Design trap_controller, sky130hd; sources not shown.
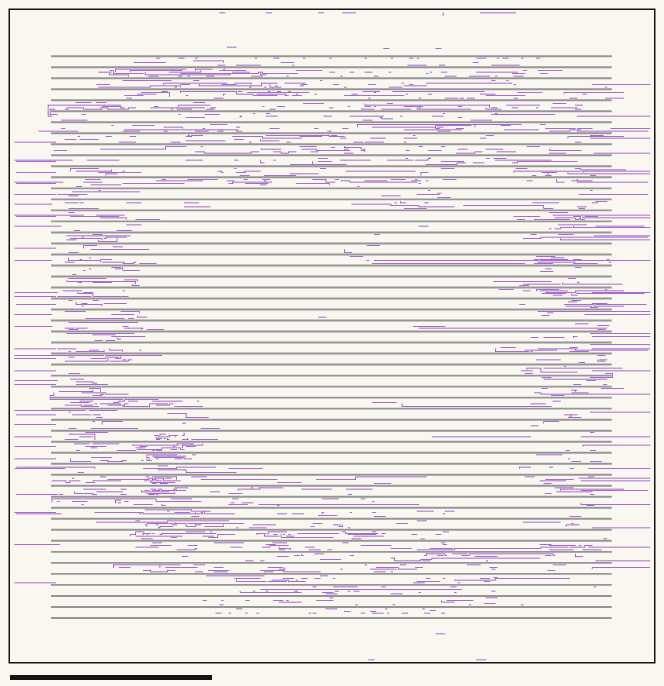
Run 1: met1 routing
The bar under the picture is 50 µm long. Supply wires on this layer in grey.
- nets with wire on the layer: 656
- share of all routed wire: 39%
- wire length on this layer: 5600 µm
- main direction: horizontal
- longest straight run: 49.7 µm
total routed wirelength: 14.3 mm
met1 Resource Use GR: 11.9%

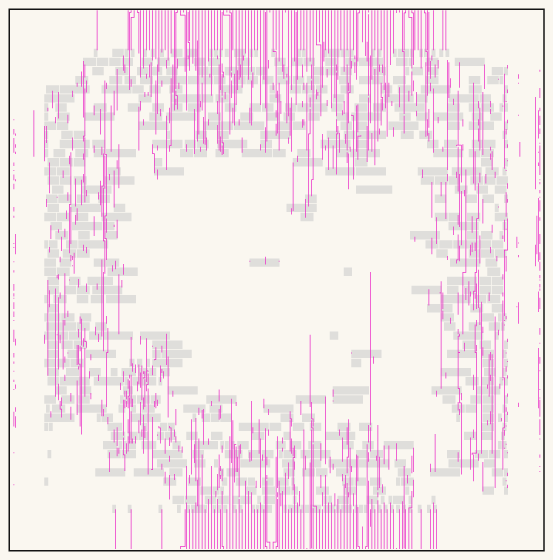
Run 1: met2 routing
Cells faint in the background.
- wire length on this layer: 7270 µm
- share of all routed wire: 51%
routed vias: 3418
GR Util met2: 18.4%

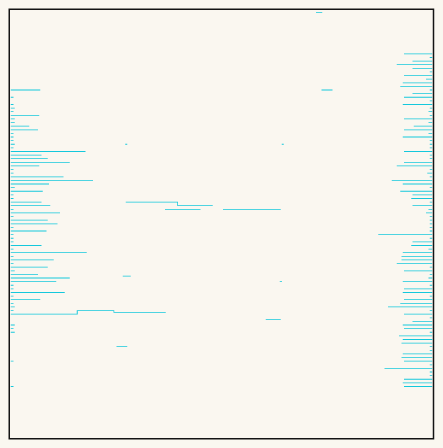
Run 1: the metal 3 layer
- wire length on this layer: 1190 µm
- main direction: horizontal
- share of all routed wire: 8.4%
- longest straight run: 30.6 µm
global-route track usage on met3: 4.17%

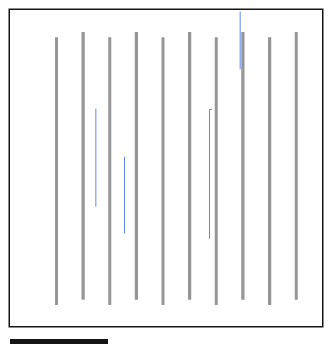
Run 1: the metal 4 layer
The bar under the picture is 50 µm long. Supply wires on this layer in grey.
- main direction: vertical
- wire length on this layer: 185 µm
- nets with wire on the layer: 3

==> results.sh <==
# yosys + openroad results
export IMPL_run_status="finished, final reports clean"
export IMPL_drtIter0Drc=91
export IMPL_synth_sequential_area_ratio_pct=39.1
export IMPL_clkSlewWorstSetupHoldPaths_ns=0.06
export IMPL_post_route_cells_drive_above_1_share_pct=25.4
export IMPL_top_cell_area_share_pct=39.1
export IMPL_floorplan_core_area_um2=19200
export IMPL_placedInstanceArea_um2=7050
export IMPL_synth_adder_area_share_pct=1.73
export IMPL_yosys_area_share_xor_xnor_pct=0.173
export IMPL_die_height_um=161
export IMPL_portBuffers=221
export IMPL_r2r_setup_slack_ns=3.89
export IMPL_worstSkewPairLatency_ns=0.34
export IMPL_final_instance_count_excl_fill=910
export IMPL_enable_flop_cells=0
export IMPL_gr_max_usage_layer="met2"
export IMPL_clockRootBuffer="clkbuf_16"
export IMPL_finalCriticalPeriod_ns=3.58
export IMPL_cts_made_buffers=9
export IMPL_largest_reg_flops=64
export IMPL_final_critical_path_setup_slack_ns=2.27
export IMPL_place_gp_congestion=0.751
export IMPL_drt_first_pass_iters=4
export IMPL_hold_path_cell_count=1
export IMPL_yosys_stat_cells=419
export IMPL_wl_met3_mm=1.19
export IMPL_share_of_async_settable_or_async_resettable_flops_after_synthesis_pct=100
export IMPL_placed_cell_count=895
export IMPL_core_util_floorplan_pct=26.3
export IMPL_synthesis_area_per_instance_um2=12.1
export IMPL_max_used_layer="met4"
export IMPL_postLayoutCellArea_um2=7360
export IMPL_post_route_clock_skew_ns=0.0109
export IMPL_fin_setup_tns_ns=0
export IMPL_yosys_warnings=6
export IMPL_top_cells_by_count="mux2_2 (140), buf_4 (123), dfrtp_1 (79), buf_2 (8), inv_1 (8)"
export IMPL_ctsLongestPathBuffers=2
export IMPL_timing_final_hold_violations=0
export IMPL_grt_setup_unrepaired="false"
export IMPL_grt_max_degree=52
export IMPL_yosysMostFrequentCell="mux2_2"
export IMPL_critPathLaunchType="primary input"
export IMPL_dpl_hpwl_mm=11.6
export IMPL_n_antenna_cell=0
export IMPL_synth_cellmix_compoundShare_pct=2.53
export IMPL_postRouteAntennaNets=0
export IMPL_syn_area_um2=5050
export IMPL_max_freq_mhz=279
export IMPL_synthTopLogicFamily="multiplexers"
export IMPL_routed_wl_met2_mm=7.27
export IMPL_timing_critical_path_required_ns=6.07
export IMPL_vias_in_the_first_global_route=3806
export IMPL_arrival_ns=3.80
export IMPL_maxCapViolations=0
export IMPL_vias_per_cell=3.76
export IMPL_hold_path_class="flop to flop"
export IMPL_tritoncts="done"
export IMPL_final_global_route_overflow_total=0
export IMPL_power_leakage_nw=3.12
export IMPL_synth_simple_gate_area_share_pct=2.95
export IMPL_gr_usage_all_layers_pct=10.7
export IMPL_worst_slew_pin_transition_ns=0.920
export IMPL_met1_routed_wirelength_after_detailed_routing_mm=5.60
export IMPL_synth_mux_area_fraction_pct=32.1
export IMPL_antenna_found_initial=0
export IMPL_flop_cell="dfrtp_1"
export IMPL_postSynthRegisterBits=79
export IMPL_hold_slack_ns=0.488
export IMPL_ir_worst_vdd_v=0.000172
export IMPL_die_x_um=159
export IMPL_grt_pass1_wl_mm=22.2
export IMPL_pre_cts_slack_ns=1.89
export IMPL_p_total_mw=2.91
export IMPL_yosys_area_um2=5050
export IMPL_postLayoutCoreUtil_pct=38.3
export IMPL_cts_hold_fix_buffers=0
export IMPL_mostFrequentLayoutCells="clkdlybuf4s50_1 (220), mux2_2 (140), conb_1 (126), dfrtp_1 (79), clkbuf_16 (9)"
export IMPL_period_used_pct=61.3
export IMPL_maxSlewViolCount=0
export IMPL_final_count_of_negative_setup_slack_endpoints=0
export IMPL_yosysUniqueCellTypes=37
export IMPL_worst_setup_path_end_kind="flop"
export IMPL_post_cts_setup_buffer_count=0
export IMPL_area_growth_pct=45.7
export IMPL_htree_levels=3
export IMPL_power_per_cell_area_nw_per_um2=396
export IMPL_cts_repair_resize_count=0
export IMPL_layout_top_cell_excl_fill_tap="clkdlybuf4s50_1"
export IMPL_critical_path_max_fanout=41
export IMPL_synth_top_cells_by_area="dfrtp_1 (39%), mux2_2 (31%), buf_4 (18%)"
export IMPL_reg2reg_depth=5
export IMPL_worstSetupPathType="primary input to flop"
export IMPL_number_of_remaining_drc_errors=0
-- run 1: cell type report --
cell class | count | area, µm²
fill | 1899 | 11800
inverter | 9 | 35.0
clock inverter | 5 | 83.8
tap | 265 | 332
clock buffer | 10 | 229
timing repair buffer | 225 | 2240
sequential | 79 | 1980
multi-input combinational | 317 | 2470
-- run 1: worst max-delay path: stages --
cell             delay [ns]
clkdlybuf4s50_1        0.45
and2_1                 0.20
nor2_1                 0.08
nand2_1                0.11
nand3b_4               0.12
a21boi_4               0.17
buf_4                  0.47
mux2_2                 0.40
-- run 1: power breakdown --
group          internal (mW)  leakage [nW]  switching, mW  total, mW
sequential             0.825         0.936          0.137      0.962
clock                  0.372         0.145          0.228      0.600
combinational          0.893          2.04          0.457       1.35
total                   2.09          3.12          0.822       2.91
No activity file was given, so power comes from the tool's default toggle rates.
